**config.mk**
```make
export PLATFORM = sky130hd
export DESIGN_NAME = mvu_nloop_agu_flat
export DESIGN_NICKNAME = d
export VERILOG_FILES = /design/src/rtl/mvu_nloop_agu_if.sv /design/src/rtl/mvu_nloop_agu.sv /design/src/flat_wrapper.sv
export SDC_FILE = /design/constraint.sdc
export NUM_CORES = 1
export LEC_CHECK = 0
export CORE_MARGIN = 4
export CORE_UTILIZATION = 45
export DETAILED_ROUTE_END_ITERATION = 10
export PLACE_DENSITY_LB_ADDON = 0.05
export RECOVER_POWER = 50
export SLEW_MARGIN = 40
export SYNTH_ARGS = -nofsm -noshare
export SYNTH_HDL_FRONTEND = slang
export SYNTH_SLANG_ARGS = --single-unit
export TNS_END_PERCENT = 10
```
**constraint.sdc**
```tcl
create_clock -name clk -period 8.5 [get_ports clk]
set_input_delay 0.85 -clock clk [delete_from_list [all_inputs] [get_ports clk]]
set_output_delay 0.85 -clock clk [all_outputs]
set_load 0.05 [all_outputs]
```
**src/rtl/mvu_nloop_agu_if.sv**
```systemverilog
// rtl/mvu_nloop_agu_if.sv - address stream handshake between the AGU and its consumer
interface mvu_nloop_agu_if #(
  parameter int BADDR = 15,
  parameter int BLVL  = 3
);
  logic [BADDR-1:0] addr_out;
  logic [BLVL-1:0]  addr_level;
  logic             addr_valid;
  logic             addr_ready;

  modport master (output addr_out, output addr_level, output addr_valid, input addr_ready);
  modport slave  (input addr_out, input addr_level, input addr_valid, output addr_ready);
endinterface

```
**src/rtl/mvu_nloop_agu.sv**
```systemverilog
// rtl/mvu_nloop_agu.sv - nested-loop address generator, one address per cycle
module mvu_nloop_agu #(
  parameter int NLOOPS  = 5,
  parameter int BADDR   = 15,
  parameter int BJUMP   = 15,
  parameter int BLENGTH = 15,
  parameter int BCNTDWN = 29
) (
  input  logic                      clk,
  input  logic                      rst,
  input  logic                      start,
  input  logic                      abort,
  input  logic [BADDR-1:0]          base_addr,
  input  logic [NLOOPS*BJUMP-1:0]   jump,
  input  logic [NLOOPS*BLENGTH-1:0] length,
  input  logic [BCNTDWN-1:0]        countdown,
  mvu_nloop_agu_if.master           addr_if,
  output logic                      busy,
  output logic                      done
);
  localparam int BLVL = $clog2(NLOOPS + 1);

  typedef enum logic [1:0] {IDLE, RUN, DONE} state_t;

  state_t               state;
  logic [BJUMP-1:0]     jump_q    [NLOOPS];
  logic [BLENGTH-1:0]   len_q     [1:NLOOPS-1];
  logic [BLENGTH-1:0]   cnt       [1:NLOOPS-1];
  logic [BLENGTH-1:0]   cnt_nxt   [1:NLOOPS-1];
  logic [BCNTDWN-1:0]   remaining;
  logic [BLVL-1:0]      sel_lvl;
  logic                 found;
  logic signed [BJUMP-1:0] sel_jump;
  logic [BADDR-1:0]     addr_nxt;

  // Slice 0 of length has no loop counter behind it.
  wire unused_len0 = ^length[BLENGTH-1:0];

  // Lowest non-exhausted level picks the jump; everything below it reloads.
  always_comb begin
    found   = 1'b0;
    sel_lvl = BLVL'(NLOOPS - 1);
    for (int k = 1; k < NLOOPS; k++) begin
      if (!found && cnt[k] != '0) begin
        found   = 1'b1;
        sel_lvl = BLVL'(k - 1);
      end
    end
    sel_jump = jump_q[sel_lvl];
    addr_nxt = addr_if.addr_out + BADDR'(sel_jump);
    for (int k = 1; k < NLOOPS; k++) begin
      if (!found || int'(sel_lvl) >= k)
        cnt_nxt[k] = len_q[k];
      else if (int'(sel_lvl) == k - 1)
        cnt_nxt[k] = cnt[k] - BLENGTH'(1);
      else
        cnt_nxt[k] = cnt[k];
    end
  end

  always_ff @(posedge clk or posedge rst) begin
    if (rst) begin
      state              <= IDLE;
      addr_if.addr_out   <= '0;
      addr_if.addr_level <= '0;
      addr_if.addr_valid <= 1'b0;
      busy               <= 1'b0;
      done               <= 1'b0;
      remaining          <= '0;
      for (int k = 0; k < NLOOPS; k++) jump_q[k] <= '0;
      for (int k = 1; k < NLOOPS; k++) begin
        len_q[k] <= '0;
        cnt[k]   <= '0;
      end
    end else if (abort) begin
      state              <= IDLE;
      addr_if.addr_valid <= 1'b0;
      busy               <= 1'b0;
      done               <= 1'b0;
    end else begin
      case (state)
        IDLE: begin
          done <= 1'b0;
          if (start) begin
            for (int k = 0; k < NLOOPS; k++) jump_q[k] <= jump[k*BJUMP +: BJUMP];
            for (int k = 1; k < NLOOPS; k++) begin
              len_q[k] <= length[k*BLENGTH +: BLENGTH];
              cnt[k]   <= length[k*BLENGTH +: BLENGTH];
            end
            remaining <= countdown;
            if (countdown != '0) begin
              state              <= RUN;
              addr_if.addr_out   <= base_addr;
              addr_if.addr_level <= BLVL'(NLOOPS);
              addr_if.addr_valid <= 1'b1;
              busy               <= 1'b1;
            end else begin
              state <= DONE;
              done  <= 1'b1;
            end
          end
        end
        RUN: begin
          if (addr_if.addr_valid && addr_if.addr_ready) begin
            if (remaining == BCNTDWN'(1)) begin
              state              <= DONE;
              addr_if.addr_valid <= 1'b0;
              busy               <= 1'b0;
              done               <= 1'b1;
              remaining          <= '0;
            end else begin
              remaining          <= remaining - BCNTDWN'(1);
              addr_if.addr_out   <= addr_nxt;
              addr_if.addr_level <= sel_lvl;
              for (int k = 1; k < NLOOPS; k++) cnt[k] <= cnt_nxt[k];
            end
          end
        end
        DONE: begin
          state <= IDLE;
          done  <= 1'b0;
        end
        default: state <= IDLE;
      endcase
    end
  end
endmodule

```
**src/flat_wrapper.sv**
```systemverilog
// flat-port wrapper written by rule: the top's interface ports become plain ports
module mvu_nloop_agu_flat 
#(
  parameter int NLOOPS  = 5,
  parameter int BADDR   = 15,
  parameter int BJUMP   = 15,
  parameter int BLENGTH = 15,
  parameter int BCNTDWN = 29
)
  (clk, rst, start, abort, base_addr, jump, length, countdown, busy, done, addr_if_addr_out, addr_if_addr_level, addr_if_addr_valid, addr_if_addr_ready);
  mvu_nloop_agu_if #(.BADDR(BADDR), .BLVL(3)) addr_if_i ();
  input  logic clk;
  input  logic rst;
  input  logic start;
  input  logic abort;
  input  logic [BADDR-1:0] base_addr;
  input  logic [NLOOPS*BJUMP-1:0] jump;
  input  logic [NLOOPS*BLENGTH-1:0] length;
  input  logic [BCNTDWN-1:0] countdown;
  output logic busy;
  output logic done;
  output wire logic [$bits(addr_if_i.addr_out)-1:0] addr_if_addr_out;
  output wire logic [$bits(addr_if_i.addr_level)-1:0] addr_if_addr_level;
  output wire logic [$bits(addr_if_i.addr_valid)-1:0] addr_if_addr_valid;
  input wire logic [$bits(addr_if_i.addr_ready)-1:0] addr_if_addr_ready;
  assign addr_if_addr_out = addr_if_i.addr_out;
  assign addr_if_addr_level = addr_if_i.addr_level;
  assign addr_if_addr_valid = addr_if_i.addr_valid;
  assign addr_if_i.addr_ready = addr_if_addr_ready;
  mvu_nloop_agu #(.NLOOPS(NLOOPS), .BADDR(BADDR), .BJUMP(BJUMP), .BLENGTH(BLENGTH), .BCNTDWN(BCNTDWN)) u_core (.clk(clk), .rst(rst), .start(start), .abort(abort), .base_addr(base_addr), .jump(jump), .length(length), .countdown(countdown), .addr_if(addr_if_i), .busy(busy), .done(done));
endmodule
```
Figure 1. Metal 3.
Bar = 50 um.
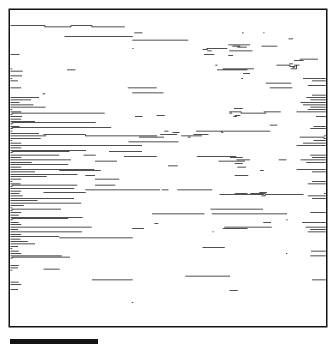
main direction: horizontal
nets with wire on the layer: 171
met3 usage: 0.06010
final wirelength: 35.33 mm
Vias: 10700

Figure 2. Routing congestion map.
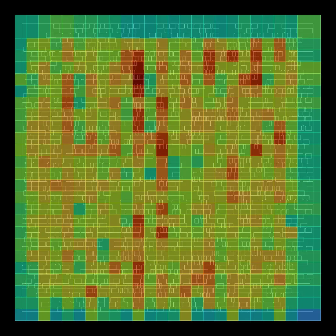
met2 Use GR: 0.3612
Tot GR Track Use: 0.2174

Figure 3. Gate families picked out.
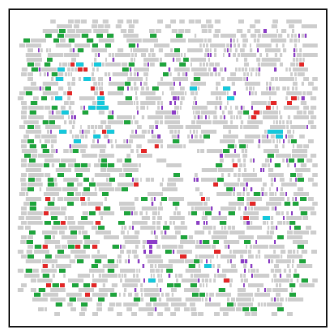
[non-inverting ao/oa cells] red | cells: 39 | where: widely spread
[mux cells] green | cells: 178 | where: widely spread
[nand cells] purple | cells: 149
[fa/ha/maj cells] cyan | cells: 23
Comb/total area: 0.4049
post-route insts no fill: 1900
most numerous logic cell after layout: dfrtp_1

==> results.yml <==
# flow metrics
outcome:
  status: "finished, violations left"
  violations: "max-capacitance violations, max-slew violations"
floorplan:
  die-area_sq_um: 32110
  num_rows: 62
  fp-utilization: 0.4583
  pin_count: 220
synthesis:
  postSynthCellCount: 1319
  simple_gate_share: 0.1306
  synth_chip_area_sq_um: 13190
  yosys_warnings: 0
  yosysMostFrequentCell: "dfrtp_1"
  aoi_share: 0.1742
  edf_count: 0
  synth_nets: 1541
  synth_area_sq_um: 13190
  ys.flops: 246
  synth.area.top_cells: "dfrtp_1 47%, mux2_2 12%, o21ai_0 4.3%, nand2_1 3.6%, a21oi_1 3.3%"
clocking:
  clockBufferDepth: 3
  cts_resized: 0
  cts_tree: "done"
  root_buffer: "clkbuf_16"
  cts_hold_buf: 0
  clk_latency_ps: 540
  htree_levels: 1
  numCtsBuffers: 28
placed_design:
  place.detailed.hpwl_mm: 24.31
  io_buffer_count: 204
  gp_congestion: 0.8289
pwr:
  combinationalPowerShare: 0.426
  internal_power_mw: 3.641
  switchingPower_mw: 2.304
detailed_routing:
  routed_via_density: 5.631
  drc: 0
  drt-initial-drc-count: 553
  ant_nets: 0
  drt-wirelength-per-cell_um: 18.60
worst_setup_path:
  worstPathArrival_ps: 6240
  cp.buffers_inverters: 4
  crit_fanout: 110
  slowest_delay_ps: 2760
  cp-end-kind: "asynchronous set/reset pin"
  r2r_cells: 19
  critical_path.top_delay_family: "buffers and inverters"
cells_and_area:
  antennaDiodeCount: 0
  drive_gt1_frac: 0.1451
  fin_area_sq_um: 16500
  fillers: 2614
  seq_cell_count: 246
sta:
  setup_ws_ps: 2448
  fin_crit_sh: 0.7120
  fin_skew_ps: 13.05
  hold_viol: 0
  drv_slew: 239
  fmax_mhz: 165.2
global_routing:
  top_usage_layer: "met2"
  grt_remaining_overflow: 0
flow_run:
  maxCapViolCount: 3
hold_path:
  hold_end: "u_core.len_q[30]$_DFFE_PP0P_"
Figure 4. M2 wires.
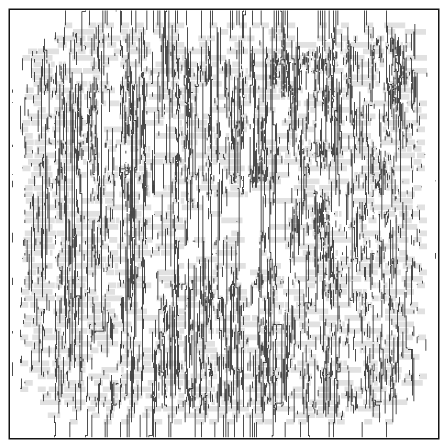
longest straight run: 105 um
main direction: vertical

Figure 5. Register map, names as in the netlist.
Other sequential cells in the stronger grey, the rest of the logic in the fainter grey.
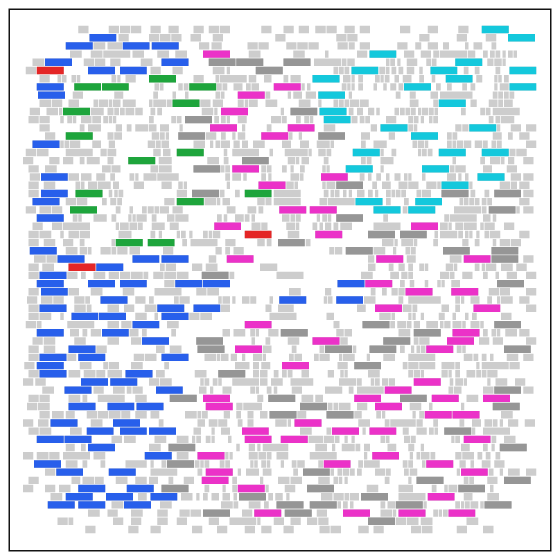
[`u_core.jump_q`] blue | placed flops: 75 | where: a vertical strip on the left
[`u_core.addr_if.addr_level`] red | placed flops: 3
[`u_core.cnt`] magenta | placed flops: 60
[`u_core.addr_if.addr_out`] green | placed flops: 15 | where: top left
[`u_core.remaining`] cyan | placed flops: 29 | where: top right
not coloured: 64
sequential share of cell area: 0.3732
Layout Utilization: 0.5732
Power Sequential: 2.21 mW

## routing by layer
metal	vias up	wire length (um)	part of all wire
li1	5208	-	-
met1	5145	15330	0.43
met2	281	16520	0.47
met3	54	2891	0.082
met4	10	534	0.015
met5	-	51	0.0014
## state kept, by name, summed over array words and instances (netlist names)
signal / flops
u_core.cnt: 60
u_core.addr_if.addr_valid: 1
u_core.done: 1
u_core.remaining: 29
u_core.addr_if.addr_out: 15
u_core.state: 2
u_core.jump_q: 75
u_core.len_q: 60
u_core.addr_if.addr_level: 3
## power by group through the flow
stage,combinational [mW],sequential (mW),clock [mW]
after floorplan,1.80,2.25,0
after global placement,2.49,2.19,0
after detailed placement,2.55,2.21,0
after CTS,2.56,2.20,1.24
after global routing,2.82,2.29,1.29
final,2.53,2.21,1.21
Power and IR drop assume default switching activity.
